power_grid.png
Bar = 50 um. Pins as bars on the die edge. Tap cells in gray.
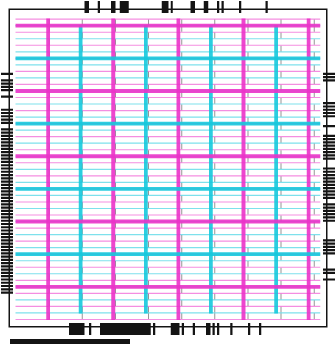
placement_by_type.png
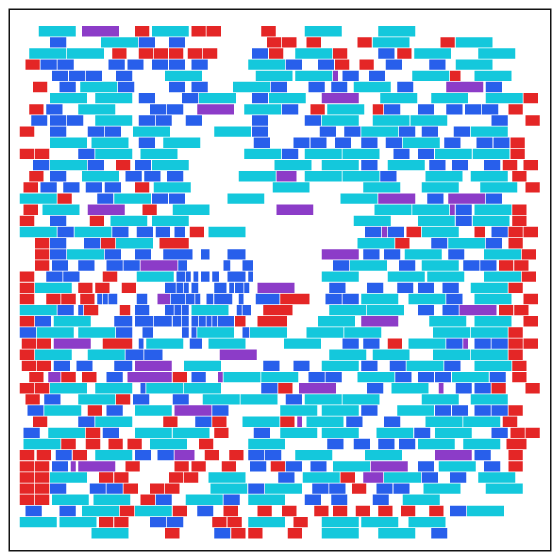
`config.mk`:
```
export PLATFORM = sky130hd
export DESIGN_NAME = spm_serial_ctrl_flat
export DESIGN_NICKNAME = d
export VERILOG_FILES = /design/src/rtl/spm_serial_ctrl_if.sv /design/src/rtl/spm_serial_ctrl.sv /design/src/flat_wrapper.sv
export SDC_FILE = /design/constraint.sdc
export NUM_CORES = 1
export LEC_CHECK = 0
export CORE_MARGIN = 2
export CORE_UTILIZATION = 50
export CTS_CLUSTER_SIZE = 20
export DETAILED_ROUTE_END_ITERATION = 6
export PLACE_DENSITY = 0.79
export SLEW_MARGIN = 20
export SYNTH_ARGS = -nofsm -noshare
export SYNTH_HDL_FRONTEND = slang
export SYNTH_SLANG_ARGS = --single-unit
```
`constraint.sdc`:
```
create_clock -name clk -period 2.85 [get_ports clk]
set_input_delay 0.57 -clock clk [delete_from_list [all_inputs] [get_ports clk]]
set_output_delay 0.57 -clock clk [all_outputs]
set_load 0.02 [all_outputs]
```
`src/rtl/spm_serial_ctrl_if.sv`:
```
// Operand, result and serial-array signals for spm_serial_ctrl.
// The master modport is the controller; the slave modport is the source, sink and array side.
interface spm_serial_ctrl_if #(parameter int WIDTH = 32);
  logic                 in_valid;
  logic                 in_ready;
  logic [WIDTH-1:0]     in_x;
  logic [WIDTH-1:0]     in_y;
  logic                 out_valid;
  logic                 out_ready;
  logic [2*WIDTH-1:0]   out_p;
  logic [WIDTH-1:0]     spm_x;
  logic                 spm_y;
  logic                 spm_rst;
  logic                 spm_p;

  modport master (
    input  in_valid, in_x, in_y, out_ready, spm_p,
    output in_ready, out_valid, out_p, spm_x, spm_y, spm_rst
  );

  modport slave (
    output in_valid, in_x, in_y, out_ready, spm_p,
    input  in_ready, out_valid, out_p, spm_x, spm_y, spm_rst
  );
endinterface

```
`src/rtl/spm_serial_ctrl.sv`:
```
// Sequencer for the spm serial-parallel multiplier: clear, stream y LSB-first, collect p.
// Accept-to-result latency 2+2*WIDTH+P_LAT cycles; the result is held in DONE until out_ready.
module spm_serial_ctrl #(
  parameter int WIDTH = 32,
  parameter int P_LAT = 1
) (
  input  logic              clk,
  input  logic              rst,
  spm_serial_ctrl_if.master bus
);

  localparam int RUN_LEN = 2 * WIDTH + P_LAT;
  localparam int CW      = $clog2(RUN_LEN + 1);

  localparam logic [CW-1:0] LAST_C   = CW'(RUN_LEN - 1);
  localparam logic [CW-1:0] Y_LAST_C = CW'(2 * WIDTH - 1);
  localparam logic [CW-1:0] SAMPLE_C = CW'(P_LAT);

  typedef enum logic [1:0] {IDLE, CLR, RUN, DONE} state_e;

  state_e               state_q, state_d;
  logic [CW-1:0]        cnt_q, cnt_d;
  logic [WIDTH-1:0]     ysr_q, ysr_d;
  logic [WIDTH-1:0]     spm_x_q, spm_x_d;
  logic                 spm_y_q, spm_y_d;
  logic                 spm_rst_q, spm_rst_d;
  logic [2*WIDTH-1:0]   acc_q, acc_d;
  logic [2*WIDTH-1:0]   out_p_q, out_p_d;

  always_comb begin
    state_d   = state_q;
    cnt_d     = cnt_q;
    ysr_d     = ysr_q;
    spm_x_d   = spm_x_q;
    spm_y_d   = 1'b0;
    spm_rst_d = 1'b1;
    acc_d     = acc_q;
    out_p_d   = out_p_q;
    case (state_q)
      IDLE: begin
        if (bus.in_valid) begin
          spm_x_d   = bus.in_x;
          ysr_d     = bus.in_y;
          spm_rst_d = 1'b0;
          cnt_d     = '0;
          state_d   = CLR;
        end
      end
      CLR: begin
        // Arithmetic shift: once y is exhausted its sign bit keeps feeding spm_y.
        spm_y_d = ysr_q[0];
        ysr_d   = {ysr_q[WIDTH-1], ysr_q[WIDTH-1:1]};
        cnt_d   = '0;
        state_d = RUN;
      end
      RUN: begin
        cnt_d = cnt_q + CW'(1);
        if (cnt_q < Y_LAST_C) begin
          spm_y_d = ysr_q[0];
          ysr_d   = {ysr_q[WIDTH-1], ysr_q[WIDTH-1:1]};
        end
        if (cnt_q >= SAMPLE_C) begin
          acc_d = {bus.spm_p, acc_q[2*WIDTH-1:1]};
        end
        if (cnt_q == LAST_C) begin
          out_p_d = {bus.spm_p, acc_q[2*WIDTH-1:1]};
          cnt_d   = '0;
          state_d = DONE;
        end
      end
      DONE: begin
        if (bus.out_ready) begin
          state_d = IDLE;
        end
      end
      default: state_d = IDLE;
    endcase
  end

  always_ff @(posedge clk or negedge rst) begin
    if (!rst) begin
      state_q   <= IDLE;
      cnt_q     <= '0;
      ysr_q     <= '0;
      spm_x_q   <= '0;
      spm_y_q   <= 1'b0;
      spm_rst_q <= 1'b0;
      acc_q     <= '0;
      out_p_q   <= '0;
    end else begin
      state_q   <= state_d;
      cnt_q     <= cnt_d;
      ysr_q     <= ysr_d;
      spm_x_q   <= spm_x_d;
      spm_y_q   <= spm_y_d;
      spm_rst_q <= spm_rst_d;
      acc_q     <= acc_d;
      out_p_q   <= out_p_d;
    end
  end

  assign bus.in_ready  = (state_q == IDLE);
  assign bus.out_valid = (state_q == DONE);
  assign bus.out_p     = out_p_q;
  assign bus.spm_x     = spm_x_q;
  assign bus.spm_y     = spm_y_q;
  assign bus.spm_rst   = spm_rst_q;

endmodule

```
`src/flat_wrapper.sv`:
```
// flat-port wrapper written by rule: the top's interface ports become plain ports
module spm_serial_ctrl_flat 
#(
  parameter int WIDTH = 32,
  parameter int P_LAT = 1
)
  (clk, rst, bus_in_valid, bus_in_x, bus_in_y, bus_out_ready, bus_spm_p, bus_in_ready, bus_out_valid, bus_out_p, bus_spm_x, bus_spm_y, bus_spm_rst);
  spm_serial_ctrl_if #(.WIDTH(WIDTH)) bus_i ();
  input  logic clk;
  input  logic rst;
  input wire logic [$bits(bus_i.in_valid)-1:0] bus_in_valid;
  input wire logic [$bits(bus_i.in_x)-1:0] bus_in_x;
  input wire logic [$bits(bus_i.in_y)-1:0] bus_in_y;
  input wire logic [$bits(bus_i.out_ready)-1:0] bus_out_ready;
  input wire logic [$bits(bus_i.spm_p)-1:0] bus_spm_p;
  output wire logic [$bits(bus_i.in_ready)-1:0] bus_in_ready;
  output wire logic [$bits(bus_i.out_valid)-1:0] bus_out_valid;
  output wire logic [$bits(bus_i.out_p)-1:0] bus_out_p;
  output wire logic [$bits(bus_i.spm_x)-1:0] bus_spm_x;
  output wire logic [$bits(bus_i.spm_y)-1:0] bus_spm_y;
  output wire logic [$bits(bus_i.spm_rst)-1:0] bus_spm_rst;
  assign bus_i.in_valid = bus_in_valid;
  assign bus_i.in_x = bus_in_x;
  assign bus_i.in_y = bus_in_y;
  assign bus_i.out_ready = bus_out_ready;
  assign bus_i.spm_p = bus_spm_p;
  assign bus_in_ready = bus_i.in_ready;
  assign bus_out_valid = bus_i.out_valid;
  assign bus_out_p = bus_i.out_p;
  assign bus_spm_x = bus_i.spm_x;
  assign bus_spm_y = bus_i.spm_y;
  assign bus_spm_rst = bus_i.spm_rst;
  spm_serial_ctrl #(.WIDTH(WIDTH), .P_LAT(P_LAT)) u_core (.clk(clk), .rst(rst), .bus(bus_i));
endmodule
```
==> impl_metrics.env <==
# yosys + openroad results
export IMPL_outcome="finished clean"
export IMPL_fin_nets=766
export IMPL_h_tree_depth=1
export IMPL_slowest_stage="clkdlybuf4s50_1"
export IMPL_met1_length_um=6400
export IMPL_synth_flop_count=202
export IMPL_nFillCells=1155
export IMPL_worst_setup_path_end_kind="primary output"
export IMPL_num_vias=4698
export IMPL_dp_cells=881
export IMPL_synth_area_per_cell_sq_um=15.9
export IMPL_holdWs_ns=0.0827
export IMPL_drc=0
export IMPL_yosys_warnings=0
export IMPL_track_usage=0.181
export IMPL_dr_pass1_iters=4
export IMPL_rsz0062_at_grt="no"
export IMPL_wl_per_cell_um=16.7
export IMPL_diodes=0
export IMPL_place_congestion=0.817
export IMPL_drive_gt1_frac=0.294
export IMPL_grt_pass1_vias=5146
export IMPL_final_cells=916
export IMPL_r2r_start="u_core.state_q[0]"
export IMPL_final_max_slew_violation_count=0
export IMPL_regArea_sq_um=5050
export IMPL_worstPathArrival_ns=1.88
export IMPL_hold_violations=0
export IMPL_wl_met3_um=1060
export IMPL_routed_wl_um=15300
export IMPL_cts_inserted_buffers=21
export IMPL_insertion_delay_ns=0.49
export IMPL_synth_edff_count=0
export IMPL_power_leakage_nw=5.04
export IMPL_rr_worst_depth=7
export IMPL_placed_area_sq_um=10100
export IMPL_setup_viol_count_final=0
export IMPL_top_layer="met4"
export IMPL_maxCapViolCount=0
export IMPL_grt_max_degree=76
export IMPL_syn_num_nets=589
export IMPL_cts_tree="done"
export IMPL_io_pins=169
export IMPL_place_ws_ns=0.339
export IMPL_worst_slew_margin_rel=0.584
export IMPL_layout_top_cell="dfrtp_1"
export IMPL_cp_top_family="buffers and inverters"
export IMPL_tns_ns=0
export IMPL_path_max_fanout=5
export IMPL_grt_ovfl_total=0
export IMPL_fin_crit_sh=0.859
export IMPL_netlist_top_cells_count="dfrtp_1, mux2_2, mux2_1, ha_1"
export IMPL_ys_area_sq_um=8150
export IMPL_worstReg2RegEnd="u_core.ysr_q[10]"
export IMPL_clock_skew_ns=0.0115
export IMPL_p_per_area_nw_per_um2=908
export IMPL_tool_warnings=33
export IMPL_synthDominantAreaCellType="dfrtp_1"
export IMPL_fp_util=0.513
export IMPL_antenna_left=0
export IMPL_cp_required_ns=2.28
export IMPL_syn_inst=511
export IMPL_crit_type="reg2out"
export IMPL_hpwl_um=10300
export IMPL_die_area_sq_um=17300
export IMPL_finalWorstSetupSlack_ns=0.403
export IMPL_grt_pass1_wl_um=26200
export IMPL_synthTopCellsByArea="dfrtp_1, mux2_2, mux2_1"
export IMPL_lay_top_cells="dfrtp_1, clkdlybuf4s50_1, mux2_2"
export IMPL_logic_area_sq_um=2930
export IMPL_yosysTopAreaCellShare=0.620
export IMPL_fmax_ghz=0.409
export IMPL_holdBufCountCts=0
export IMPL_syn_area_sq_um=8150
export IMPL_hold_class="in2async"
export IMPL_start_kind="flop"
export IMPL_clock_sinks=202
Notes on power_grid.png above:
Cyan marks VDD. Magenta marks VSS.
9 straps on met4. The core has 46 rows. 169 signal pins sit on the boundary. 216 tap cells.
Die Ht: 132 um
Core Region: 15900 sq um
Die X: 132 um
Peak VDD IR: 840 uV

Notes on placement_by_type.png above:
Red marks remaining buffers and delay cells, cells 178. Purple marks clock drivers and dummy loads, cells 35. Blue marks combinational and other logic, cells 285. Cyan marks sequential cells, cells 202.
fraction of area in registers: 0.470
Final Cell Area: 10700 sq um
Rows: 46
post-layout util: 0.676

metal layers:
| metal | vias to the layer above | track usage |
|---|---|---|
| met4 | 0 | 0.0386 |
| met2 | 150 | 0.310 |
| met1 | 2358 | 0.232 |
| met5 | - | 0 |
| li1 | 2163 | - |
| met3 | 27 | 0.0505 |
report_power, final:
group | internal (mW) | total (mW) | switching, mW
clock | 1.53 | 2.58 | 1.05
sequential | 3.48 | 3.81 | 0.337
combinational | 1.90 | 3.37 | 1.47
total | 6.90 | 9.76 | 2.86
flip-flops by register name, summed over array words and instances (netlist names):
name and flops:
u_core.bus.out_p 64, u_core.bus.spm_y 1, u_core.acc_q 63, u_core.cnt_q 7, u_core.bus.spm_rst 1, u_core.ysr_q 32, u_core.state_q 2, u_core.bus.spm_x 32
area by class of cell:
cell class	instances	area share
flip-flops and latches	202	0.470
clock inverters	3	0.00442
repair buffers	178	0.170
multi-input cells	280	0.273
inverters	5	0.00175
well taps	216	0.0252
clock buffers	32	0.0555
cell families after synthesis:
kind of cell | share of synthesized area
mux | 0.309
fa+ha+maj | 0.0138
flops | 0.620
xor+xnor | 0.00215
simple gates | 0.0203
buf+inv | 0.0204
compound gates | 0.0135
how the worst max path moves through the flow:
stage,to,startpoint,cells past startpoint
detailed placement,u_core.ysr_q[20],bus_in_valid,6
global route,bus_in_ready,u_core.state_q[1],3
global placement,u_core.ysr_q[12],bus_in_valid,6
finish,bus_in_ready,u_core.state_q[1],3
floorplan,u_core.ysr_q[0],u_core.state_q[0],8
CTS,bus_in_ready,u_core.state_q[1],3
